==> images/registers.png <==
Scale: 8 px per um.
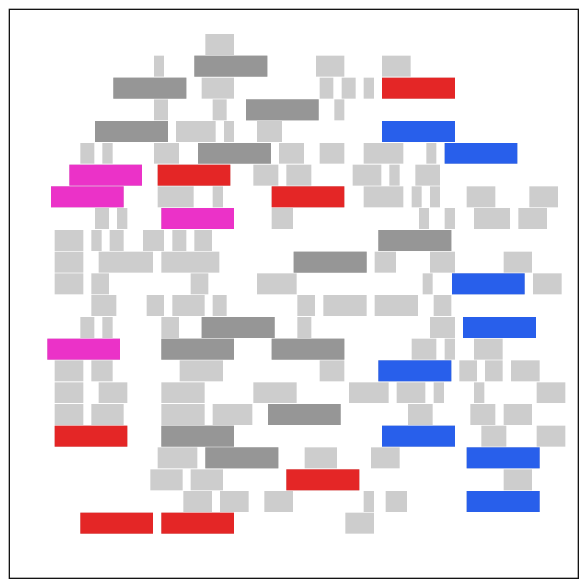
==> images/final_placement.png <==
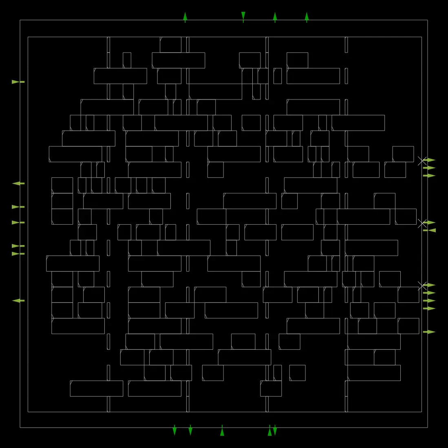
==> images/wire_density.png <==
Scale: 6 px per um. The die is cut into 14 by 14 equal tiles; dark blue is low, red is high, scaled to the fullest tile. Values are wire area over tile area, all layers added.
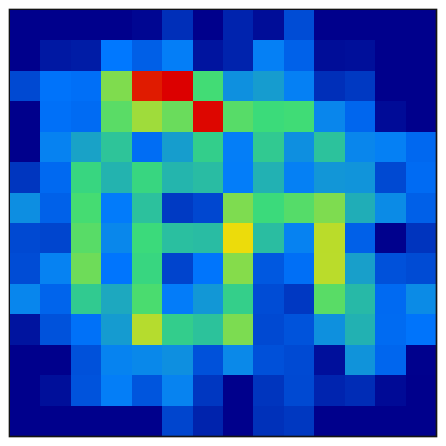
==> images/metal_stack.png <==
Scale: 6 px per um. Only two layers are drawn.
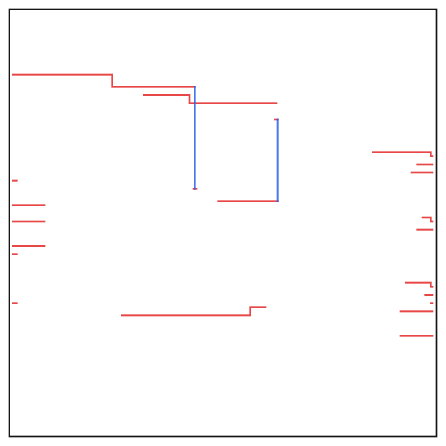
==> images/port_nets.png <==
Scale: 6 px per um.
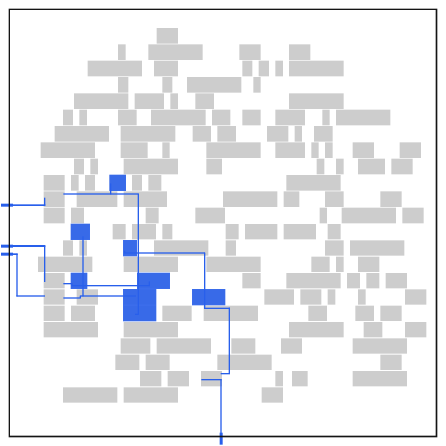
## config.mk

```make
export PLATFORM = sky130hd
export DESIGN_NAME = crc_transmitter
export DESIGN_NICKNAME = d
export VERILOG_FILES = /design/src/rtl/crc_transmitter.sv
export SDC_FILE = /design/constraint.sdc
export NUM_CORES = 1
export LEC_CHECK = 0
export ABC_CLOCK_PERIOD_IN_PS = 2830
export CAP_MARGIN = 20
export CELL_PAD_IN_SITES_DETAIL_PLACEMENT = 1
export CELL_PAD_IN_SITES_GLOBAL_PLACEMENT = 2
export CORE_UTILIZATION = 30
export CTS_CLUSTER_DIAMETER = 60
export DETAILED_ROUTE_END_ITERATION = 8
export PLACE_DENSITY = 0.72
export SLEW_MARGIN = 20
export SYNTH_ARGS = -nofsm -noshare
export SYNTH_HDL_FRONTEND = slang
export SYNTH_SLANG_ARGS = --single-unit
```

## constraint.sdc

```tcl
create_clock -name clk -period 2.83 [get_ports clk]
set_input_delay 0.566 -clock clk [delete_from_list [all_inputs] [get_ports clk]]
set_output_delay 0.566 -clock clk [all_outputs]
set_load 0.02 [all_outputs]
```

## src/rtl/crc_transmitter.sv

```systemverilog
// Bit-serial CRC encoder: accepts a data word, shifts it MSB-first through an LFSR,
// then presents {data, crc} on a registered valid/ready output.
module crc_transmitter #(
    parameter int              BW      = 4,
    parameter int              CRC_BW  = 3,
    parameter logic [CRC_BW:0] divisor = 4'b1011
) (
    input  logic                 clk,
    input  logic                 rst,
    input  logic [BW-1:0]        in,
    input  logic                 in_valid,
    output logic                 in_ready,
    input  logic                 err_inj,
    output logic [BW+CRC_BW-1:0] out,
    output logic                 out_valid,
    input  logic                 out_ready,
    output logic [7:0]           tx_count
);

    localparam int CW = (BW > 1) ? $clog2(BW) : 1;

    typedef enum logic [1:0] {
        IDLE,
        CALC,
        HOLD
    } state_t;

    state_t                state_q, state_d;
    logic [BW-1:0]         data_q, data_d;
    logic [BW-1:0]         shift_q, shift_d;
    logic [CRC_BW-1:0]     crc_q, crc_d;
    logic [CW-1:0]         cnt_q, cnt_d;
    logic                  err_q, err_d;
    logic [BW+CRC_BW-1:0]  out_q, out_d;
    logic                  out_valid_q, out_valid_d;
    logic [7:0]            tx_count_q, tx_count_d;

    logic                  fb;
    logic                  last_bit;
    logic [CRC_BW-1:0]     crc_step;

    // One LFSR step with the current data bit; the implicit x^CRC_BW term is dropped.
    always_comb begin
        fb       = shift_q[BW-1] ^ crc_q[CRC_BW-1];
        crc_step = (crc_q << 1) ^ (fb ? divisor[CRC_BW-1:0] : '0);
        last_bit = (cnt_q == CW'(BW - 1));
    end

    always_ff @(posedge clk or posedge rst) begin
        if (rst) begin
            state_q     <= IDLE;
            data_q      <= '0;
            shift_q     <= '0;
            crc_q       <= '0;
            cnt_q       <= '0;
            err_q       <= 1'b0;
            out_q       <= '0;
            out_valid_q <= 1'b0;
            tx_count_q  <= '0;
        end else begin
            state_q     <= state_d;
            data_q      <= data_d;
            shift_q     <= shift_d;
            crc_q       <= crc_d;
            cnt_q       <= cnt_d;
            err_q       <= err_d;
            out_q       <= out_d;
            out_valid_q <= out_valid_d;
            tx_count_q  <= tx_count_d;
        end
    end

    always_comb begin
        state_d = state_q;
        unique case (state_q)
            IDLE:    if (in_valid)  state_d = CALC;
            CALC:    if (last_bit)  state_d = HOLD;
            HOLD:    if (out_ready) state_d = IDLE;
            default: state_d = IDLE;
        endcase
    end

    always_comb begin
        data_d      = data_q;
        shift_d     = shift_q;
        crc_d       = crc_q;
        cnt_d       = cnt_q;
        err_d       = err_q;
        out_d       = out_q;
        out_valid_d = out_valid_q;
        tx_count_d  = tx_count_q;
        unique case (state_q)
            IDLE: begin
                if (in_valid) begin
                    data_d  = in;
                    shift_d = in;
                    err_d   = err_inj;
                    crc_d   = '0;
                    cnt_d   = '0;
                end
            end
            CALC: begin
                crc_d   = crc_step;
                shift_d = shift_q << 1;
                cnt_d   = cnt_q + CW'(1);
                if (last_bit) begin
                    out_d       = {data_q, crc_step ^ CRC_BW'(err_q)};
                    out_valid_d = 1'b1;
                end
            end
            HOLD: begin
                if (out_ready) begin
                    out_valid_d = 1'b0;
                    tx_count_d  = tx_count_q + 8'd1;
                end
            end
            default: ;
        endcase
    end

    always_comb begin
        in_ready  = (state_q == IDLE);
        out       = out_q;
        out_valid = out_valid_q;
        tx_count  = tx_count_q;
    end

endmodule
```

==> CHANGELOG.md <==
### Physical design

* DRC viols at 3
* Failing checks: design-rule violations
* Number of DRC markers in iteration 0 at 28
* # hold bufs at CTS at 0
* Pins over their slew limit at 0
* Top cells by area: dfrtp_1 56%, mux2_4 5.3%, nand2_1 4.2%, mux2_1 3.2%, xnor2_1 3.1%
* CP required at 2260 ps
* Setup_tns at 0 ps
* Fmax at 446 MHz
* Post-Syn Nets at 124
* Worst r2r path cells at 3
* Clk buf depth at 2
* Count leader, synth: dfrtp_1
* Die H at 71.0 um
* RSZ-0062 raised after global routing: false
* Initial antenna violation count at 0
* Main flop type: dfrtp_1
* Worst hold start: tx_count[7]$_DFFE_PP0P_
* Worst Max-Slew Pin Slew at 567 ps
* Clock Sinks at 32
* Status: finished, violations left
* Finish-stage setup viols at 0
* FF-to-FF End: err_q$_DFFE_PP0P_
* Register area share after synthesis at 56.1%
Back to the opening pictures, registers.png:
| signal | colour | flops |
|---|---|---|
| out | red | 7 |
| tx_count | blue | 8 |
| shift_q | magenta | 4 |
not coloured: 13
Seq/total area: 44.0%
register area: 801 um2
final core occ: 40.7%
power in sequential cells: 0.786 mW

Back to the opening pictures, final_placement.png:
TAP cells: 52
Core Footprint: 0.00447 mm2
flip-flops: 32
# fillers: 468

Back to the opening pictures, wire_density.png:
mean over tiles: 0.090
tiles over half the peak: 12%
fullest tile: 0.36
nearly empty tiles: 18%
emptiest ninth of the die: top right
GRT Total Usage: 13.8%
routed length per instance: 14.8 um

Back to the opening pictures, metal_stack.png:
| layer | colour | wire length |
|---|---|---|
| met3 | red | 148 um |
| met4 | blue | 30.6 um |
via count: 942
Post-Route WL: 2890 um

Back to the opening pictures, port_nets.png:
| port | colour | direction | end cells | wire |
|---|---|---|---|---|
| in | blue | input | 8 | 154 um |
Port Buffer Count: 25
# IOs: 26

state kept, by name, indices dropped and copies added (netlist names):
| name | count |
|---|---|
| tx_count | 8 |
| out | 7 |
| data_q | 4 |
| shift_q | 4 |
| crc_q | 3 |
| cnt_q | 2 |
| state_q | 2 |
| err_q | 1 |
| out_valid | 1 |
worst reg2reg max path: stages (launching register included):
cell and delay, ps:
dfrtp_1 590, nand2b_1 300, nor2_4 220, mux2_4 330
worst max-delay path by stage:
stage	start	cells after the start	end
2_1_floorplan	state_q[1]$_DFFE_PP0P_	2	in_ready
3_5_place_dp	in_valid	4	data_q[1]$_DFFE_PP0P_
5_1_grt	state_q[0]$_DFFE_PP0P_	2	in_ready
6_report	state_q[0]$_DFFE_PP0P_	2	in_ready
3_3_place_gp	in_valid	4	data_q[0]$_DFFE_PP0P_
4_1_cts	state_q[0]$_DFFE_PP0P_	2	in_ready
cells by family (layout without fill, tap and decap cells):
logic type	count (synthesis)	count (layout)	synth area share [%]
simple gates	37	37	15.9
flops	32	32	56.1
compound gates	17	17	8.07
mux	11	11	9.91
xor+xnor	10	10	6.14
buf+inv	4	34	2.10
fa+ha+maj	2	2	1.75
cells in the final DEF (no fill, tap or decap):
| cell | netlist | routed |
|---|---|---|
| clkbuf_8 | 0 | 7 |
| mux2i_1 | 1 | 1 |
| xnor2_1 | 5 | 5 |
| nand4b_2 | 1 | 1 |
| nand2_1 | 16 | 16 |
| a22oi_1 | 2 | 2 |
| and2b_1 | 1 | 1 |
| nand4_1 | 3 | 3 |
| mux2_4 | 5 | 5 |
| nand3b_1 | 1 | 1 |
| nor3_2 | 2 | 2 |
| mux2_2 | 1 | 1 |
| ha_1 | 2 | 2 |
| a22o_1 | 3 | 3 |
| nor2_1 | 3 | 3 |
| buf_4 | 2 | 1 |
| o21ai_1 | 3 | 3 |
| nand3b_4 | 1 | 1 |
| and3b_1 | 2 | 2 |
| o21ai_0 | 6 | 6 |
| o21bai_4 | 1 | 1 |
| nor2_4 | 1 | 1 |
| a21oi_1 | 2 | 2 |
| clkdlybuf4s50_1 | 0 | 25 |
| nand2b_1 | 4 | 4 |
| dfrtp_1 | 32 | 32 |
| mux2_1 | 4 | 4 |
| xor2_1 | 5 | 5 |
| inv_1 | 1 | 1 |
| nor2b_1 | 2 | 2 |
report_power, final:
group	switching, mW	internal (mW)
clock network	0.162	0.216
registers	0.158	0.629
logic	0.324	0.383
final cells by class:
class	count	area share, %
clock buffer	7	5.30
timing repair buffer	26	14.2
tap	52	3.58
multi-input combinational	77	32.7
sequential	32	44.0
inverter	1	0.206
per-layer routing:
metal	track usage, %	up-vias	share of wire (%)
met1	17.1	470	46
met3	5.27	4	5.1
met5	0	-	0
met4	6.00	0	1.0
li1	-	444	-
met2	21.6	24	48
per-stage QoR:
stage               setup slack (ps)  hold slack, ps  total power [mW]  cell area [um2]
finish                           587             476              1.87             1820
floorplan                       1340             450              1.26             1430
global route                     457             495              2.02             1820
detailed placement               834             472              1.52             1720
global placement                 885             456              1.49             1720
CTS                              580             485              1.90             1820
Power and IR drop assume default switching activity.
